==> src/rtl/baccarat_table_fsm.sv <==
// Baccarat table controller: deals one banker hand against NUM_PLAYERS player hands from a
// valid/ready card source, applies natural and third-card rules and reports per-player results.
module baccarat_table_fsm #(
  parameter int unsigned NUM_PLAYERS = 2,
  parameter int unsigned RND_W       = 8
) (
  input  logic                     clk_i,
  input  logic                     resetb_i,
  input  logic                     start_i,
  input  logic                     card_valid_i,
  input  logic [3:0]               card_value_i,
  output logic                     card_ready_o,
  output logic [2:0]               deal_hand_o,
  output logic [1:0]               deal_slot_o,
  output logic                     deal_strobe_o,
  output logic [4*NUM_PLAYERS-1:0] pscore_o,
  output logic [3:0]               dscore_o,
  output logic [NUM_PLAYERS-1:0]   player_win_o,
  output logic [NUM_PLAYERS-1:0]   dealer_win_o,
  output logic                     busy_o,
  output logic                     done_o,
  output logic                     illegal_card_o,
  output logic [RND_W-1:0]         round_count_o
);
  localparam logic [2:0] Banker = 3'(NUM_PLAYERS);

  typedef enum logic [2:0] {
    StIdle, StDeal, StCheck, StDrawP, StBDecide, StDrawB, StResolve, StDone
  } state_e;

  state_e                 state_q;
  logic                   ready_q, strobe_q, busy_q, done_q, illegal_q, p0_drew_q, slot_q;
  logic [2:0]             hand_q, deal_hand_q;
  logic [1:0]             deal_slot_q;
  logic [3:0]             ps_q [NUM_PLAYERS];
  logic [3:0]             ds_q, third_q;
  logic [NUM_PLAYERS-1:0] pend_q, pw_q, dw_q;
  logic [RND_W-1:0]       round_q;

  logic                   xfer, card_bad, bank_draw;
  logic [3:0]             card_val, cur_score, new_score;
  logic [4:0]             sum;
  logic [2:0]             cur_hand;
  logic [1:0]             cur_slot;
  logic [NUM_PLAYERS-1:0] pend_next, draw_c;

  assign xfer     = ready_q & card_valid_i;
  assign card_bad = (card_value_i == 4'd0) || (card_value_i >= 4'd14);
  assign card_val = (card_value_i <= 4'd9) ? card_value_i : 4'd0;

  // Hand/slot receiving a card this cycle; in DRAW_P the lowest pending player goes first.
  always_comb begin
    cur_hand = hand_q;
    cur_slot = {1'b0, slot_q};
    if (state_q == StDrawP) begin
      cur_slot = 2'd2;
      for (int i = int'(NUM_PLAYERS) - 1; i >= 0; i--) begin
        if (pend_q[i]) cur_hand = 3'(i);
      end
    end else if (state_q == StDrawB) begin
      cur_hand = Banker;
      cur_slot = 2'd2;
    end
    cur_score = ds_q;
    for (int i = 0; i < int'(NUM_PLAYERS); i++) begin
      if (cur_hand == 3'(i)) cur_score = ps_q[i];
    end
    sum       = {1'b0, cur_score} + {1'b0, card_val};
    new_score = (sum >= 5'd10) ? 4'(sum - 5'd10) : sum[3:0];
    for (int i = 0; i < int'(NUM_PLAYERS); i++) begin
      pend_next[i] = pend_q[i] && (cur_hand != 3'(i));
      draw_c[i]    = (ps_q[i] <= 4'd5);
    end
  end

  // Banker third-card rule, keyed to player 0.
  always_comb begin
    bank_draw = 1'b0;
    if (!p0_drew_q) begin
      bank_draw = (ps_q[0] < 4'd8) && (ds_q <= 4'd5);
    end else begin
      case (ds_q)
        4'd0, 4'd1, 4'd2: bank_draw = 1'b1;
        4'd3:             bank_draw = (third_q != 4'd8);
        4'd4:             bank_draw = (third_q >= 4'd2) && (third_q <= 4'd7);
        4'd5:             bank_draw = (third_q >= 4'd4) && (third_q <= 4'd7);
        4'd6:             bank_draw = (third_q >= 4'd6) && (third_q <= 4'd7);
        default:          bank_draw = 1'b0;
      endcase
    end
  end

  always_ff @(posedge clk_i) begin
    if (resetb_i) begin
      state_q     <= StIdle;
      ready_q     <= 1'b0;
      strobe_q    <= 1'b0;
      busy_q      <= 1'b0;
      done_q      <= 1'b0;
      illegal_q   <= 1'b0;
      p0_drew_q   <= 1'b0;
      slot_q      <= 1'b0;
      hand_q      <= '0;
      deal_hand_q <= '0;
      deal_slot_q <= '0;
      for (int i = 0; i < int'(NUM_PLAYERS); i++) ps_q[i] <= '0;
      ds_q        <= '0;
      third_q     <= '0;
      pend_q      <= '0;
      pw_q        <= '0;
      dw_q        <= '0;
      round_q     <= '0;
    end else begin
      strobe_q <= 1'b0;
      if (xfer) begin
        for (int i = 0; i < int'(NUM_PLAYERS); i++) begin
          if (cur_hand == 3'(i)) ps_q[i] <= new_score;
        end
        if (cur_hand == Banker) ds_q <= new_score;
        if (card_bad) illegal_q <= 1'b1;
        strobe_q    <= 1'b1;
        deal_hand_q <= cur_hand;
        deal_slot_q <= cur_slot;
      end
      case (state_q)
        StIdle, StDone: begin
          if (start_i) begin
            for (int i = 0; i < int'(NUM_PLAYERS); i++) ps_q[i] <= '0;
            ds_q      <= '0;
            pw_q      <= '0;
            dw_q      <= '0;
            illegal_q <= 1'b0;
            p0_drew_q <= 1'b0;
            pend_q    <= '0;
            third_q   <= '0;
            hand_q    <= '0;
            slot_q    <= 1'b0;
            busy_q    <= 1'b1;
            done_q    <= 1'b0;
            ready_q   <= 1'b1;
            state_q   <= StDeal;
          end
        end
        StDeal: begin
          if (xfer) begin
            if (hand_q == Banker) begin
              hand_q <= '0;
              if (slot_q) begin
                ready_q <= 1'b0;
                state_q <= StCheck;
              end else begin
                slot_q <= 1'b1;
              end
            end else begin
              hand_q <= hand_q + 3'd1;
            end
          end
        end
        StCheck: begin
          if (ds_q >= 4'd8) begin
            state_q <= StResolve;
          end else begin
            p0_drew_q <= draw_c[0];
            pend_q    <= draw_c;
            if (|draw_c) begin
              ready_q <= 1'b1;
              state_q <= StDrawP;
            end else begin
              state_q <= StBDecide;
            end
          end
        end
        StDrawP: begin
          if (xfer) begin
            if (cur_hand == 3'd0) third_q <= card_val;
            pend_q <= pend_next;
            if (pend_next == '0) begin
              ready_q <= 1'b0;
              state_q <= StBDecide;
            end
          end
        end
        StBDecide: begin
          if (bank_draw) begin
            ready_q <= 1'b1;
            state_q <= StDrawB;
          end else begin
            state_q <= StResolve;
          end
        end
        StDrawB: begin
          if (xfer) begin
            ready_q <= 1'b0;
            state_q <= StResolve;
          end
        end
        StResolve: begin
          for (int i = 0; i < int'(NUM_PLAYERS); i++) begin
            pw_q[i] <= (ps_q[i] >= ds_q);
            dw_q[i] <= (ps_q[i] <= ds_q);
          end
          round_q <= round_q + 1'b1;
          busy_q  <= 1'b0;
          done_q  <= 1'b1;
          state_q <= StDone;
        end
        default: begin
          ready_q <= 1'b0;
          state_q <= StIdle;
        end
      endcase
    end
  end

  always_comb begin
    pscore_o = '0;
    for (int i = 0; i < int'(NUM_PLAYERS); i++) pscore_o[4*i +: 4] = ps_q[i];
  end

  assign card_ready_o   = ready_q;
  assign deal_hand_o    = deal_hand_q;
  assign deal_slot_o    = deal_slot_q;
  assign deal_strobe_o  = strobe_q;
  assign dscore_o       = ds_q;
  assign player_win_o   = pw_q;
  assign dealer_win_o   = dw_q;
  assign busy_o         = busy_q;
  assign done_o         = done_q;
  assign illegal_card_o = illegal_q;
  assign round_count_o  = round_q;

endmodule

==> config.mk <==
export PLATFORM = sky130hd
export DESIGN_NAME = baccarat_table_fsm
export DESIGN_NICKNAME = d
export VERILOG_FILES = /design/src/rtl/baccarat_table_fsm.sv
export SDC_FILE = /design/constraint.sdc
export NUM_CORES = 1
export LEC_CHECK = 0
export ABC_AREA = 1
export CAP_MARGIN = 20
export CORE_MARGIN = 2
export CORE_UTILIZATION = 40
export DETAILED_ROUTE_END_ITERATION = 10
export HOLD_SLACK_MARGIN = 0.03
export PLACE_DENSITY = 0.73
export SETUP_SLACK_MARGIN = 0.15
export SLEW_MARGIN = 0
export SYNTH_ARGS = -nofsm -noshare
export SYNTH_HDL_FRONTEND = slang
export SYNTH_SLANG_ARGS = --single-unit
==> constraint.sdc <==
create_clock -name clk_i -period 2.75 [get_ports clk_i]
set_input_delay 0.55 -clock clk_i [delete_from_list [all_inputs] [get_ports clk_i]]
set_output_delay 0.55 -clock clk_i [all_outputs]
set_load 0.03 [all_outputs]
Fig. 1: metal 1
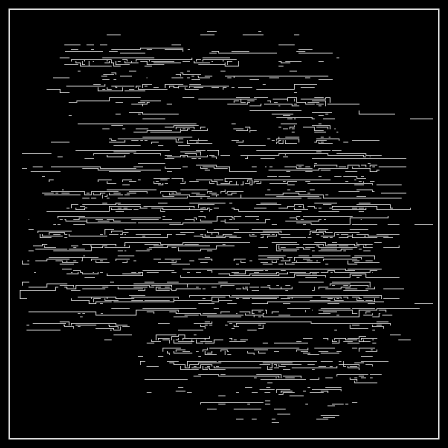
nets with wire on the layer	502
share of all routed wire	44%
main direction	horizontal

==> results.rst <==
Implementation results
======================

.. list-table::
   :header-rows: 1

   * - Metric
     - Value
   * - Level count of the clock H-tree
     - 2
   * - Final WS setup
     - -0.1261 ns
   * - Root Driver
     - clkbuf_8
   * - Total chip power
     - 4203 uW
   * - Total number of clock tree sinks
     - between 40 and 50
   * - Category of the worst setup path launch point
     - register
   * - Seq/Total Area, Yosys
     - 33.83%
   * - Post-synthesis cell count from yosys
     - 421
   * - Timing startpoint of the critical path
     - state_q[2]
   * - TritonCTS buffer count
     - 5
   * - Number of antenna violations at the first check in global routing
     - 0
   * - Time the final worst path needs with I/O delays and setup
     - approximately 2.9 ns
   * - Hold violation count in the final report
     - 0
   * - Pwr/cell area
     - approximately 1100 nW/um^2
   * - DRC
     - 0
   * - Transition time of the tightest slew-check pin
     - 0.5138 ns
   * - Outcome
     - complete, but fails checks
   * - Final worst-path cycle share
     - 104.6%
   * - Fillcell total
     - 678
   * - Vias after detailed routing
     - ~3000
   * - Flip-flops with a built-in enable
     - 0
   * - Number of buffers added for setup after CTS
     - 11
   * - Port buffer count
     - 41
   * - Most used DFF post-synth
     - dfxtp_1
   * - OpenROAD warning count
     - 29
   * - Leakage power total
     - around 0.0017 uW
   * - Synth Instances
     - 421
   * - Violations in the final reports
     - setup timing
   * - Top-area cell share
     - 33.83%
   * - Critical Path, Cell by Cell
     - buf_6 > nor2_4 > o21ai_4 > nand2_2 > inv_4 > nor2_4 > nand2_4 > nor2_2 > o22ai_1 > ha_2 > fa_2 > inv_2 > ha_4 > nand2_2 > nand3_4 > nand2_4 > nand2_4 > nand2_1 > nand2_1 > nand2_1 > inv_1
   * - Post-route ant nets
     - 0
   * - Core box area
     - between 6000 and 7000 um^2
   * - Design Area, Final
     - 4001 um^2
   * - Number of max-cap violations
     - 0
   * - Diodes inserted
     - 0
   * - Clock tree from TritonCTS
     - built
   * - Start point of the worst hold path
     - done_o
   * - Post-Route Setup TNS
     - -0.8786 ns
   * - Most instantiated library cell after synthesis
     - nand2_1
   * - Max Fclk
     - 347.7 MHz
   * - Data arrival time of the worst path
     - approximately 3.1 ns
   * - Stage delay of the slowest cell on the critical path
     - approximately 0.56 ns
   * - Count of hold buffers inserted by post-cts repair
     - 0
   * - Crit. End Element
     - register
   * - Core Util, Final
     - between 50 and 60%
   * - Top cells by instance count after synthesis
     - nand2_1 (84), inv_1 (55), nor2_1 (50)
   * - Fraction of final layout cells sized beyond drive strength 1
     - between 20 and 25%
   * - Total buffers and inverters traversed by the critical path
     - 4
   * - Total die size
     - 7791 um^2
   * - Clk buf depth
     - 2
   * - CP delay by family, top
     - simple AND/OR/NAND/NOR gates
   * - Largest fanout of any net on the critical path
     - 6
   * - Iteration-0 DRC Markers
     - around 140
   * - Core Rows
     - 30
   * - DRT Wirelength
     - 8085 um
   * - Floorplan net count
     - 445
   * - Worst hold path class
     - register to register
   * - Worst clock skew
     - 0.006916 ns
   * - All-Layer GR Usage
     - 21.52%
   * - Average wire per standard cell
     - 13.34 um
   * - Number of iterations in the first detailed-routing pass
     - 4
   * - Setup repair after global routing missed its margin
     - true
   * - Sum of overflow across all layers after global routing
     - 0
   * - Placement Setup Slack
     - -0.2612 ns
   * - Cell area after placement
     - between 3000 and 4000 um^2
   * - Count of endpoints failing setup in the final report
     - 9
   * - Cell area after synthesis
     - ~2800 um^2
   * - Chip area from the yosys synthesis statistics
     - approximately 2800 um^2
   * - Most common cell after layout, fill and taps aside
     - nand2_1
   * - Area Growth Syn to Fin
     - 40.88%
   * - Via count of the first global-routing pass
     - 2974
   * - Final Max-Slew Violation Tally
     - 0
Fig. 2: metal 2
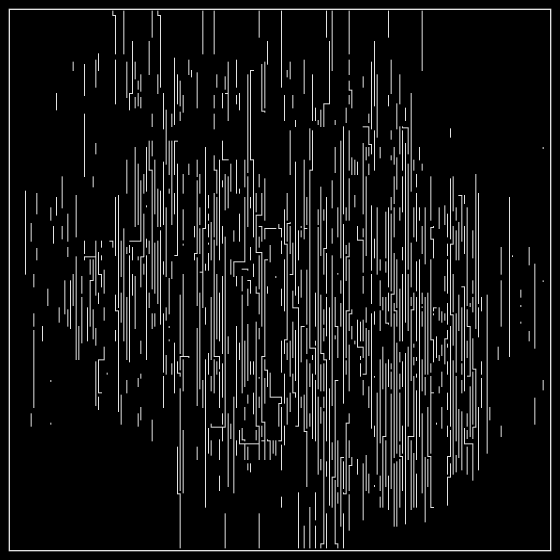
nets with wire on the layer	440
share of all routed wire	50%
longest straight run	31.1 um

## where the power goes
| part | internal [uW] | switching, uW | leakage, uW |
|---|---|---|---|
| registers | 821 | 122 | 0.000394 |
| clock network | 205 | 223 | 0.0000455 |
| logic | 1250 | 1590 | 0.00131 |
## worst register-to-register path, cell delays in order, from the launching register on
cell	delay (ns)
dfxtp_4	0.37
buf_6	0.12
nor2_4	0.15
o21ai_4	0.10
nand2_2	0.11
inv_4	0.05
nor2_4	0.11
nand2_4	0.08
nor2_2	0.08
o22ai_1	0.09
ha_2	0.20
fa_2	0.56
inv_2	0.06
ha_4	0.16
nand2_2	0.08
nand3_4	0.09
nand2_4	0.11
nand2_4	0.06
nand2_1	0.07
nand2_1	0.05
nand2_1	0.06
inv_1	0.03
## final cells by class
cell class | count | area [um^2] | area share (%)
multi-input combinational | 308 | 1843 | 46.06
sequential | 48 | 972.2 | 24.30
timing repair buffer | 85 | 744.5 | 18.61
inverter | 61 | 231.5 | 5.785
tap | 96 | 120.1 | 3.002
clock buffer | 8 | 90.09 | 2.251
## cell families after synthesis
group,after synthesis,share of synthesized area (%)
compound gates,91,17.97
xor+xnor,1,0.3084
fa+ha+maj,16,7.313
buf+inv,65,8.723
flops,48,33.83
simple gates,200,31.85
## worst paths after layout
kind / endpoint / slack [ns] / depth (start not counted)
worst max register to register: dscore_o[1] / -0.13 / 21
worst min-delay path: done_o / 0.45 / 2
worst min register to register: done_o / 0.45 / 2
worst max-delay path: dscore_o[1] / -0.13 / 21
## per-layer routing
metal | routed length, um | part of all wire (%) | up-vias | global-route usage [%]
met5 | 0 | 0 | - | 0
met3 | 385 | 4.8 | 19 | 4.198
li1 | - | - | 1555 | -
met1 | 3534 | 44 | 1403 | 26.70
met2 | 4022 | 50 | 84 | 37.25
met4 | 142 | 1.8 | 0 | 7.576
Power figures rest on the tool's default switching activity, not on a simulated workload.
